==> config.mk <==
export PLATFORM = sky130hd
export DESIGN_NAME = l2d_rx
export DESIGN_NICKNAME = d
export VERILOG_FILES = /design/src/rtl/d2l_pkg.sv /design/src/rtl/l2d_shreg.sv /design/src/rtl/l2d_rx.sv
export SDC_FILE = /design/constraint.sdc
export NUM_CORES = 1
export LEC_CHECK = 0
export CAP_MARGIN = 5
export CORE_MARGIN = 5
export CORE_UTILIZATION = 56
export CTS_CLUSTER_SIZE = 24
export DETAILED_ROUTE_END_ITERATION = 10
export GPL_TIMING_DRIVEN = 1
export HOLD_SLACK_MARGIN = 0.12
export PLACE_DENSITY = 0.81
export SLEW_MARGIN = 20
export SYNTH_ARGS = -nofsm -noshare
export SYNTH_HDL_FRONTEND = slang
export SYNTH_SLANG_ARGS = --single-unit
==> constraint.sdc <==
create_clock -name clk -period 3 [get_ports clk]
set_clock_uncertainty 0.15 [all_clocks]
set_input_delay 0.45 -clock clk [delete_from_list [all_inputs] [get_ports clk]]
set_output_delay 0.45 -clock clk [all_outputs]
set_load 0.03 [all_outputs]
==> src/rtl/d2l_pkg.sv <==
// Shared line-to-data definitions: default widths, FSM state encoding and
// DATA_OUT field offsets, used by both the receive and transmit sides.
package d2l_pkg;

   localparam int LEN_W     = 7;
   localparam int PAYLOAD_W = 64;

   // DATA_OUT = {length, zero-extended payload}
   localparam int DOUT_PAYLOAD_LSB = 0;
   localparam int DOUT_LEN_LSB     = PAYLOAD_W;
   localparam int DOUT_W           = LEN_W + PAYLOAD_W;

   typedef enum logic [2:0] {
      ST_IDLE = 3'd0,
      ST_LEN  = 3'd1,
      ST_DATA = 3'd2,
      ST_PAR  = 3'd3,
      ST_STOP = 3'd4
   } state_e;

endpackage

==> src/rtl/l2d_shreg.sv <==
// Strobed LSB-first capture register with bit counter: the bit strobed while
// the counter reads i lands in data bit i, so a frame needs no realignment.
module l2d_shreg #(
   parameter int WIDTH = 64,
   parameter int CNT_W = 7
) (
   input  logic             clk,
   input  logic             rstn,
   input  logic             clr,
   input  logic             shift,
   input  logic             bit_in,
   output logic [WIDTH-1:0] data,
   output logic [CNT_W-1:0] cnt
);

   logic [WIDTH-1:0] data_q, data_d;
   logic [CNT_W-1:0] cnt_q, cnt_d;

   always_comb begin
      // NOTE: every always_comb output gets a default first so no latch is inferred.
      data_d = data_q;
      cnt_d  = cnt_q;
      if (clr) begin
         data_d = '0;
         cnt_d  = '0;
      end else if (shift) begin
         for (int i = 0; i < WIDTH; i++) begin
            if (cnt_q == CNT_W'(i)) data_d[i] = bit_in;
         end
         cnt_d = cnt_q + 1'b1;
      end
   end

   always_ff @(posedge clk or negedge rstn) begin
      // NOTE: sequential state uses non-blocking assignments only.
      if (!rstn) begin
         data_q <= '0;
         cnt_q  <= '0;
      end else begin
         data_q <= data_d;
         cnt_q  <= cnt_d;
      end
   end

   assign data = data_q;
   assign cnt  = cnt_q;

endmodule

==> src/rtl/l2d_rx.sv <==
// Serial line-to-data frame receiver: start, length, payload, [parity], stop.
// Define L2D_PARITY_EN to add an even-parity bit checked after the payload.
module l2d_rx #(
   parameter int PAYLOAD_W = d2l_pkg::PAYLOAD_W,
   parameter int LEN_W     = d2l_pkg::LEN_W,
   parameter int TIMEOUT   = 255
) (
   input  logic                       clk,
   input  logic                       rstn,
   input  logic                       rx_en,
   input  logic                       line_d,
   input  logic                       line_vld,
   output logic                       BUSY,
   output logic                       DONE,
   output logic                       ERR,
   output logic [LEN_W+PAYLOAD_W-1:0] DATA_OUT
);

   import d2l_pkg::*;

   localparam int CNT_W = $clog2(PAYLOAD_W + 1);
   localparam int TMO_W = $clog2(TIMEOUT + 1);

   state_e                     state_q, state_d;
   logic [LEN_W-1:0]           len_q, len_d, len_cur;
   logic [TMO_W-1:0]           tmo_q, tmo_d;
   logic                       busy_q, busy_d, done_q, done_d, err_q, err_d;
   logic [LEN_W+PAYLOAD_W-1:0] dout_q, dout_d;
   logic                       sr_clr, sr_shift;
   logic [PAYLOAD_W-1:0]       sr_data;
   logic [CNT_W-1:0]           sr_cnt;

   l2d_shreg #(.WIDTH(PAYLOAD_W), .CNT_W(CNT_W)) u_shreg (
      .clk    (clk),
      .rstn   (rstn),
      .clr    (sr_clr),
      .shift  (sr_shift),
      .bit_in (line_d),
      .data   (sr_data),
      .cnt    (sr_cnt)
   );

   // Length as it will read once the bit now on the line is included.
   assign len_cur = {line_d, sr_data[LEN_W-2:0]};

   always_comb begin
      state_d  = state_q;
      len_d    = len_q;
      tmo_d    = '0;
      done_d   = 1'b0;
      err_d    = 1'b0;
      dout_d   = dout_q;
      sr_clr   = 1'b0;
      sr_shift = 1'b0;

      if (state_q != ST_IDLE && !line_vld) begin
         if (tmo_q == TMO_W'(TIMEOUT - 1)) begin
            err_d   = 1'b1;
            state_d = ST_IDLE;
         end else begin
            tmo_d = tmo_q + 1'b1;
         end
      end

      case (state_q)
         ST_IDLE: if (rx_en && line_vld && !line_d) begin
            state_d = ST_LEN;
            sr_clr  = 1'b1;
         end
         ST_LEN: if (line_vld) begin
            sr_shift = 1'b1;
            if (sr_cnt == CNT_W'(LEN_W - 1)) begin
               sr_clr = 1'b1;
               if (len_cur == '0 || int'(len_cur) > PAYLOAD_W) begin
                  err_d   = 1'b1;
                  state_d = ST_IDLE;
               end else begin
                  len_d   = len_cur;
                  state_d = ST_DATA;
               end
            end
         end
         ST_DATA: if (line_vld) begin
            sr_shift = 1'b1;
            if (int'(sr_cnt) + 1 == int'(len_q)) begin
`ifdef L2D_PARITY_EN
               state_d = ST_PAR;
`else
               state_d = ST_STOP;
`endif
            end
         end
`ifdef L2D_PARITY_EN
         // Bits above length were cleared, so parity over the register is parity over the payload.
         ST_PAR: if (line_vld) begin
            if (line_d != ^sr_data) begin
               err_d   = 1'b1;
               state_d = ST_IDLE;
            end else begin
               state_d = ST_STOP;
            end
         end
`endif
         ST_STOP: if (line_vld) begin
            state_d = ST_IDLE;
            if (line_d) begin
               dout_d = {len_q, sr_data};
               done_d = 1'b1;
            end else begin
               err_d = 1'b1;
            end
         end
         default: state_d = ST_IDLE;
      endcase

      busy_d = (state_d != ST_IDLE);
   end

   always_ff @(posedge clk or negedge rstn) begin
      if (!rstn) begin
         state_q <= ST_IDLE;
         len_q   <= '0;
         tmo_q   <= '0;
         busy_q  <= 1'b0;
         done_q  <= 1'b0;
         err_q   <= 1'b0;
         dout_q  <= '0;
      end else begin
         state_q <= state_d;
         len_q   <= len_d;
         tmo_q   <= tmo_d;
         busy_q  <= busy_d;
         done_q  <= done_d;
         err_q   <= err_d;
         dout_q  <= dout_d;
      end
   end

   assign BUSY     = busy_q;
   assign DONE     = done_q;
   assign ERR      = err_q;
   assign DATA_OUT = dout_q;

endmodule
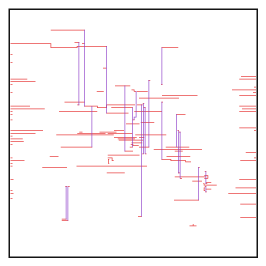
(run_1/metal_stack.png)
Scale: 2 px per µm. Two of the layers only.
layer	colour	wire length
met4	purple	494 µm
met3	red	848 µm
GR Util All Layers: 0.231
drt wl/cell: 18.8 µm
Post-Route WL: 16,400 µm
DR vias: 4,923

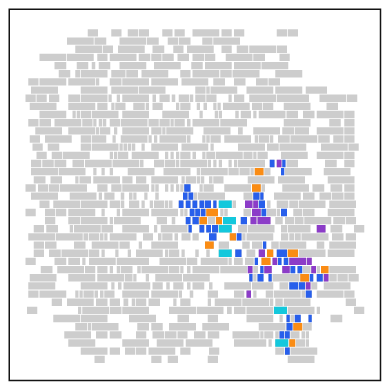
(run_1/gate_families.png)
Scale: 3 px per µm.
family	colour	cells
NAND gates	blue	53
AND and OR gates	orange	14
adder and majority cells	cyan	6
inverting AOI/OAI gates	purple	18

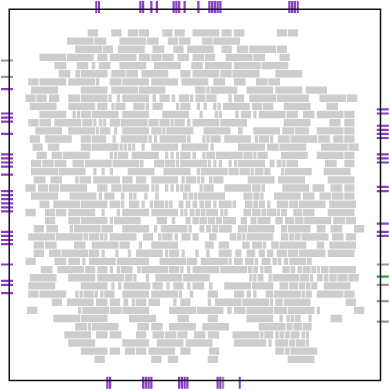
(run_1/pins.png)
Scale: 3 px per µm. Pins as bars across the die edge, other pins in grey.
port	colour	pins	direction	edge
`DATA_OUT`	purple	71	output	24 west, 20 north, 14 east, 13 south
`rx_en`	green	1	input	east

==> impl_metrics.toml, run 1 <==
# yosys + openroad results
[final_timing]
rsz0062_at_grt = "no"
tns_ns = 0
worst_pin_slew_ns = 0.678
layout_min_cycle_time_ns = 2.75
final.period_utilization = 0.918
hold_viol_final = 0
max-slew-margin-rel = 0.547

[die]
dieWidth_um = 123
die_area_um2 = 15200
fp_util = 0.569
io_pins = 79
rows = 41

[synth]
synth_nets = 629
ys_seq_elements = 163

[place]
hpwl_um = 10600
gp_congestion = 0.879
port_buffers = 78

[critical_path]
reg2reg_to = "BUSY"
cp.depth = 7
slowest_stage = "dfrtp_1"
rr_worst_depth = 7
path_cells = "ha_1, nand2b_1, o211ai_1, or3b_1, a22oi_2, a32oi_2, or3b_1"
crit_arrival_ns = 2.90
worst_path_most_repeated_cell = "or3b_1"
crit_start = "u_shreg.cnt[0]"
crit_path_start_kind = "flip-flop"

[finish]
nNonClkInverters = 5
ff_count = 163
antenna_cells = 0
lay_top_count = "dfrtp_1"
drive_above_1_share = 0.182
final_util = 0.690
clk_share = 0.0694
regArea_um2 = 4080
nNonClkBuffers = 88

[drt]
drcViolationCount = 0
wl_met3_um = 847
wl_met1_um = 7320
first_iter_violations = 504

[grt]
grt_max_degree = 78
antenna_found_initial = 0
grt_first_pass_wirelength_um = 26700

[clock_network]
clock-sinks = 163
htreeDepth = 4
clockBufferDepth = 2
post_cts.repair.setup_buffers = 0
cts_resized = 0

[run_status]
outcome = "finished clean"

[min_path]
hold_class = "in2reg"

[run]
warning_count = 30
==> run 1: metrics by stage <==
| stage | setup slack, ns | power, mW | std cells | hold slack [ns] |
|---|---|---|---|---|
| after floorplan | 0.712 | 3.23 | 618 | 0.00441 |
| after global placement | 0.393 | 3.48 | 837 | 0.332 |
| after detailed placement | 0.333 | 3.53 | 837 | 0.338 |
| after CTS | 0.313 | 5.74 | 870 | 0.315 |
| after global routing | 0.110 | 5.97 | 870 | 0.371 |
| final | 0.245 | 5.74 | 870 | 0.341 |
==> run 1: synth_stat cells (all sizes together) <==
| master | n | area share |
|---|---|---|
| nand2 | 15 | 0.0078 |
| nand3b | 1 | 0.0010 |
| a32oi | 1 | 0.0023 |
| or3b | 4 | 0.0049 |
| nor4bb | 1 | 0.0014 |
| mux2i | 64 | 0.089 |
| xnor2 | 5 | 0.0061 |
| o21ai | 4 | 0.0028 |
| xor2 | 14 | 0.017 |
| nor3 | 1 | 0.00070 |
| nand4b | 1 | 0.0012 |
| and3b | 1 | 0.0012 |
| and4 | 2 | 0.0024 |
| and3 | 2 | 0.0017 |
| nor4 | 2 | 0.0038 |
| nand2b | 6 | 0.0052 |
| a31oi | 2 | 0.0017 |
| o21a | 1 | 0.0010 |
| dfrtp | 163 | 0.57 |
| a21boi | 1 | 0.0010 |
| buf | 18 | 0.013 |
| o211ai | 2 | 0.0021 |
| and4b | 1 | 0.0016 |
| nor2b | 4 | 0.0035 |
| clkbuf | 22 | 0.011 |
| inv | 5 | 0.0026 |
| nand3 | 22 | 0.016 |
| a21oi | 5 | 0.0035 |
| a311oi | 1 | 0.0012 |
| o41ai | 1 | 0.0012 |
| nor2 | 148 | 0.077 |
| mux2 | 77 | 0.12 |
| a22oi | 1 | 0.0017 |
| and2b | 2 | 0.0021 |
| nor3b | 2 | 0.0021 |
| ha | 6 | 0.010 |
| or3 | 2 | 0.0017 |
| nand4 | 8 | 0.0070 |
==> run 1: flip-flops by register name (all words and copies together), names as in the netlist <==
name,flops
state_q,3
ERR,1
u_shreg.data,64
u_shreg.cnt,7
tmo_q,8
DONE,1
BUSY,1
DATA_OUT,71
len_q,7
==> run 1: worst min-delay path by stage <==
stage,end,slack [ns],cells after the start
floorplan,BUSY,0.004,0
detailed placement,u_shreg.data[62],0.34,1
global route,ERR,0.37,4
finish,ERR,0.34,4
CTS,ERR,0.32,4
global placement,DATA_OUT[62],0.33,1
==> run 1: where the power goes <==
part | switching [mW] | internal, mW | leakage, nW
clock | 0.851 | 1.37 | 0.296
sequential | 0.239 | 2.36 | 2.25
combinational | 0.585 | 0.333 | 1.46
total | 1.68 | 4.06 | 4.00
==> run 1: worst reg2reg max path: stages (launching register included) <==
cell	delay [ns]
dfrtp_1	0.57
ha_1	0.40
nand2b_1	0.15
o211ai_1	0.17
or3b_1	0.39
a22oi_2	0.25
a32oi_2	0.15
or3b_1	0.39
==> run 1: kinds of logic after synthesis <==
group | share of synthesized area
flops | 0.568
mux | 0.210
simple gates | 0.143
compound gates | 0.0186
buf+inv | 0.0270
fa+ha+maj | 0.0105
xor+xnor | 0.0232
==> run 1: repair_timing <==
item,4_1_cts,5_1_grt
setup endpoints to repair,0,0
hold buffers,1,0
endpoints found under the hold margin,61,0
==> run 1 -> run 2 <==
--- a/config.mk
+++ b/config.mk
@@ -7,12 +7,12 @@
 export LEC_CHECK = 0
 export CAP_MARGIN = 5
 export CORE_MARGIN = 5
-export CORE_UTILIZATION = 56
+export CORE_UTILIZATION = 55
 export CTS_CLUSTER_SIZE = 24
 export DETAILED_ROUTE_END_ITERATION = 10
 export GPL_TIMING_DRIVEN = 1
 export HOLD_SLACK_MARGIN = 0.12
-export PLACE_DENSITY = 0.81
+export PLACE_DENSITY = 0.8
 export SLEW_MARGIN = 20
 export SYNTH_ARGS = -nofsm -noshare
 export SYNTH_HDL_FRONTEND = slang
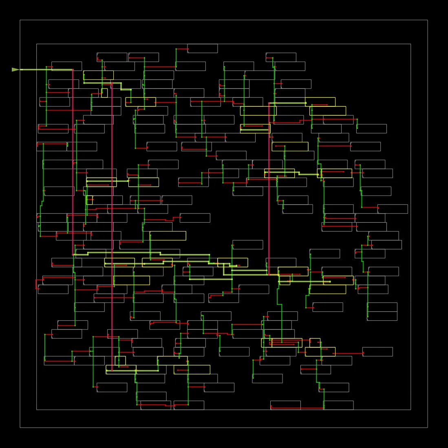
(run_2/final_clocks.png)
# clock sinks: 163
CLK BUF: 18
Clock net power: 2.51 mW
CTS Buf Count: 17
Seq cells: 163

==> run 2 against run 1 <==
Core utilization rose by 0.13 points. First-iteration DRC count fell by 29%. Highest routed layer unchanged. Critical path type unchanged. Hold slack got worse by 0.020 ns. Worst setup slack got worse by 0.013 ns. Sequential share of layout area fell by 0.47 points.
==> impl_metrics.toml, run 2 <==
# yosys + openroad results
[die]
rows = 41
core_um2 = 12700
io_pins = 79
fp_util = 0.565
dieHeight_um = 124
dieWidth_um = 124
die_area_um2 = 15400

[drt]
first_iter_violations = 356
drcViolationCount = 0
wirelength_um = 16500
via_per_inst = 5.66
drt-wirelength-per-cell_um = 18.9
drtAntennaViolNets = 0
via_count = 4927

[grt]
met3_usage = 0.0562
use_met2 = 0.350
grt_util_met1 = 0.295
busiest_layer = "met2"
grt.total_usage = 0.222
grt_first_pass_wirelength_um = 27700
grt_pass1_vias = 5225
antenna_found_initial = 0
grt_max_degree = 66

[run_status]
outcome = "finished clean"

[min_path]
holdPathEnd = "ERR"
min_delay_path_depth = 4
hold_class = "in2reg"
hp-start = "line_d"

[synth]
top_area_cell = "dfrtp_1"
synth_seq_share = 0.568
most_common_cell = "dfrtp_1"
synth_chip_area_um2 = 7180
ys_seq_elements = 163
ys_warn_count = 0
ys_cells = 618
avgSynthCellArea_um2 = 11.6
top_cells_by_count = "dfrtp_1 (163), nor2_1 (148), mux2_2 (77)"
synth_area_um2 = 7180
synth-edff-count = 0
topCellsByArea = "dfrtp_1 (57%), mux2_2 (12%), mux2i_1 (8.9%), nor2_1 (7.7%), xor2_1 (1.7%)"
synthFlopType = "dfrtp_1"
synth_top_area_share = 0.568
synth_nets = 629
async_flop_share = 1.00

[place]
gp_congestion = 0.875
hpwl_um = 11000
dp_cells = 838
port_buffers = 78

[critical_path]
rr_worst_depth = 7
crit_fanout = 10
crit_arrival_ns = 2.91
reg2reg_to = "BUSY"
path_class = "reg2reg"
crit_path_start_kind = "flip-flop"
regToRegSetupSlack_ns = 0.23

[final_timing]
max-slew-margin-rel = 0.539
final.period_utilization = 0.923
clock.fmax_mhz = 361
worst_pin_slew_ns = 0.689
setup_violations = 0
layout_min_cycle_time_ns = 2.77
hold_viol_final = 0
rsz0062_at_grt = "no"
tns_ns = 0

[finish]
stdcell_count = 870
antenna_cells = 0
final_util = 0.691
lay_top_count = "dfrtp_1"
largest_reg_flops = 71
final_cell_mix = "dfrtp_1 (163), nor2_1 (148), mux2_2 (77)"
drive_above_1_share = 0.183
fin_nets = 697

[power]
intPower_mw = 4.34
power.density_nw_per_um2 = 686
p_sw_mw = 1.70
p_sw_frac = 0.281
clkPwrFrac = 0.416
max-vdd-ir-drop_mv = 0.420
p_seq_frac = 0.431
power_frac_comb = 0.153

[clock_network]
cts_resized = 0
cts_hold_buf = 1
cts_root_buf = "clkbuf_16"
cts_tree = "yes"
post_cts.repair.setup_buffers = 0
htreeDepth = 4
clockBufferDepth = 2

[run]
warning_count = 30
-- run 2: cell types whose count changed in the layout (fill, tap and decap cells not counted) --
cell | previous run | this run
buf_4 | 7 | 8
bufinv_16 | 3 | 7
clkbuf_1 | 2 | 1
clkbuf_8 | 3 | 0
clkinv_2 | 5 | 2
clkinv_4 | 0 | 2
clkinvlp_4 | 2 | 0
inv_6 | 0 | 2
-- run 2: cells by family after synthesis --
family | Yosys count | share of synthesized area
multiplexers | 141 | 0.210
buffers and inverters | 45 | 0.0270
adder cells (fa/ha/maj) | 6 | 0.0105
AND/OR/NAND/NOR | 225 | 0.143
AND-OR/OR-AND | 19 | 0.0186
XOR/XNOR | 19 | 0.0232
flip-flops | 163 | 0.568
-- run 2: how the worst max path moves through the flow --
| stage | startpoint | to |
|---|---|---|
| final | u_shreg.cnt[0] | BUSY |
| after global routing | u_shreg.cnt[0] | BUSY |
| after CTS | u_shreg.cnt[0] | BUSY |
| after detailed placement | line_vld | u_shreg.data[63] |
| after global placement | line_vld | u_shreg.data[63] |
| after floorplan | u_shreg.cnt[0] | BUSY |
-- run 2: cell type report --
class	instances	area, µm²
multi-input cells	410	2910
flip-flops and latches	163	4080
fillers	950	3930
repair buffers	89	887
inverters	5	18.8
clock buffers	18	429
well taps	172	215
clock inverters	13	255
-- run 2: metal layers --
metal / wire, µm / vias up
met4: 456 / 0
met3: 880 / 27
met2: 8020 / 172
met5: 0 / -
li1: - / 2239
met1: 7090 / 2489
-- run 2: critical path, stage by stage (launching register included) --
cell and delay (ns):
dfrtp_1 0.58, ha_1 0.43, nand2b_1 0.16, o211ai_1 0.17
or3b_1 0.37, a22oi_2 0.23, a32oi_2 0.15, or3b_1 0.40
-- run 2: power groups by stage --
stage / registers [mW] / logic [mW] / clock network [mW]
floorplan: 2.52 / 0.710 / 0
global placement: 2.62 / 0.873 / 0
detailed placement: 2.63 / 0.902 / 0
CTS: 2.59 / 0.912 / 2.54
global route: 2.62 / 1.01 / 2.65
finish: 2.60 / 0.922 / 2.51
-- run 2: metrics by stage --
stage | area, µm² | power (mW) | hold slack [ns] | setup WS, ns
CTS | 8800 | 6.04 | 0.304 | 0.272
detailed placement | 8100 | 3.53 | 0.314 | 0.108
global placement | 8100 | 3.49 | 0.309 | 0.116
floorplan | 7180 | 3.23 | 0.00441 | 0.712
finish | 8800 | 6.03 | 0.321 | 0.232
global route | 8800 | 6.28 | 0.323 | 0.142
==> run 2 -> run 3 <==
--- a/config.mk
+++ b/config.mk
@@ -6,7 +6,7 @@
 export NUM_CORES = 1
 export LEC_CHECK = 0
 export CAP_MARGIN = 5
-export CORE_MARGIN = 5
+export CORE_MARGIN = 10
 export CORE_UTILIZATION = 55
 export CTS_CLUSTER_SIZE = 24
 export DETAILED_ROUTE_END_ITERATION = 10
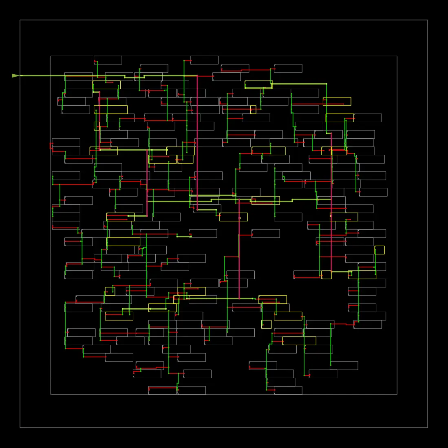
(run_3/final_clocks.png)
clock latency on the worst-skew pair: 0.43 ns
Clock net power: 2.31 mW
CLK BUF: 19

==> run 3 against run 2 <==
Cell count is 0.11% lower. Flip-flop count stayed put. Die area increased by 17%. Non-clock buffer count is 1 lower.
==> impl_metrics.toml, run 3 <==
# yosys + openroad results
[grt]
grt.total_usage = 0.194
grt_max_degree = 72
antenna_found_initial = 0
grt_pass1_vias = 5157
grt_first_pass_wirelength_um = 28000

[synth]
synth_xor_xnor_area_share = 0.0232
ys_cells = 618
top_cells_by_count = "dfrtp_1 (163), nor2_1 (148), mux2_2 (77)"
top_area_cell = "dfrtp_1"
avgSynthCellArea_um2 = 11.6
synth_chip_area_um2 = 7180
ys_seq_elements = 163
synthFlopType = "dfrtp_1"
fa_ha_area_frac = 0.0105
simple_gate_area_frac = 0.143
synth_area_um2 = 7180
topCombFamilyByArea = "multiplexers"
ys_sh_aoi = 0.0186
synth_top_area_share = 0.568
synth_nets = 629
topCellsByArea = "dfrtp_1 (57%), mux2_2 (12%), mux2i_1 (8.9%), nor2_1 (7.7%), xor2_1 (1.7%)"
synth-edff-count = 0
synth_seq_share = 0.568
ys_warn_count = 0
most_common_cell = "dfrtp_1"
synth_cell_types = 43

[final_timing]
setup_violations = 0
tns_ns = 0
clock.fmax_mhz = 381
worst_hold_slack_ns = 0.312
worst_pin_slew_ns = 0.677
layout_min_cycle_time_ns = 2.62
max-slew-margin-rel = 0.547
hold_viol_final = 0
setup_ws_ns = 0.379
final.period_utilization = 0.874

[drt]
drt-wirelength-per-cell_um = 19.0
via_per_inst = 5.63
wirelength_um = 16500
via_count = 4893
drcViolationCount = 0
drtAntennaViolNets = 0

[critical_path]
reg2reg_to = "BUSY"
regToRegSetupSlack_ns = 0.38
rr_worst_depth = 7
path_class = "reg2reg"
crit_path_start_kind = "flip-flop"
crit_fanout = 10
crit_start = "u_shreg.cnt[0]"

[clock_network]
post_cts.repair.setup_buffers = 0
clockBufferDepth = 2
cts_root_buf = "clkbuf_16"
clock-sinks = 163
cts_resized = 0
cts_tree = "yes"
htreeDepth = 4
numCtsBuffers = 17

[finish]
largest_reg_flops = 71
lay_top_count = "dfrtp_1"
antenna_cells = 0
final_util = 0.687
fin_nets = 696
stdcell_area_um2 = 8740
drive_above_1_share = 0.184
final_cell_mix = "dfrtp_1 (163), nor2_1 (148), mux2_2 (77)"

[min_path]
min_delay_path_depth = 3
hold_class = "in2reg"
hp-start = "line_d"
holdPathEnd = "u_shreg.data[6]"

[die]
fp_util = 0.565
dieHeight_um = 134
die_area_um2 = 18000
io_pins = 79
core_um2 = 12700
dieWidth_um = 134

[place]
hpwl_um = 11100
port_buffers = 78
place_ws_ns = 0.119
gp_congestion = 0.853
placed_cell_area_um2 = 8100

[run_status]
outcome = "finished clean"

[power]
power.density_nw_per_um2 = 663
## run 3: cell families (layout without fill, tap and decap cells)
kind of cell	after synthesis	in the layout
muxes	141	141
adders and majority gates	6	6
buffers and inverters	45	124
AOI/OAI and AO/OA	19	19
xor gates and xnor gates	19	19
DFF	163	163
and+or+nand+nor	225	225
## run 3: where the power goes
group / leakage [nW] / switching, mW / total [mW] / internal, mW
logic: 1.46 / 0.568 / 0.898 / 0.329
clock network: 0.314 / 0.876 / 2.31 / 1.44
registers: 2.25 / 0.224 / 2.59 / 2.36
## run 3: per-layer routing
layer  vias to the layer above  global-route usage  routed length (µm)
met1                      2484               0.245                7030
met5                         -                   0                   0
met4                         0              0.0774                 496
li1                       2223                   -                   -
met3                        34              0.0627                1100
met2                       152               0.302                7920
## run 3: final cells by class
type | count | area (µm²)
tap | 172 | 215
clock inverter | 12 | 179
sequential | 163 | 4080
inverter | 5 | 18.8
timing repair buffer | 88 | 880
fill | 930 | 3990
multi-input combinational | 410 | 2910
clock buffer | 19 | 453
## run 3: worst max path at each step
stage | endpoint | slack (ns) | cells after the start
6_report | BUSY | 0.38 | 7
5_1_grt | BUSY | 0.21 | 7
4_1_cts | BUSY | 0.40 | 7
3_5_place_dp | u_shreg.data[15] | 0.12 | 7
3_3_place_gp | u_shreg.data[63] | 0.12 | 7
2_1_floorplan | BUSY | 0.71 | 7
## run 3: stage by stage
step                instances  power, mW
CTS                       869       5.82
detailed placement        837       3.51
global placement          837       3.48
floorplan                 618       3.23
finish                    869       5.80
global route              869       6.05
## run 3: critical path, cell delays in order (launching register included)
cell,delay [ns]
dfrtp_1,0.55
ha_1,0.39
nand2b_1,0.14
o211ai_1,0.16
or3b_1,0.37
a22oi_2,0.22
a32oi_2,0.14
or3b_1,0.38
## run 3: what timing repair did
item | in CTS | in global routing
hold endpoints to repair | 62 | 0
hold buffers | 1 | 0
setup endpoints to repair | 0 | 0
Power is estimated from default activity; no workload was simulated.
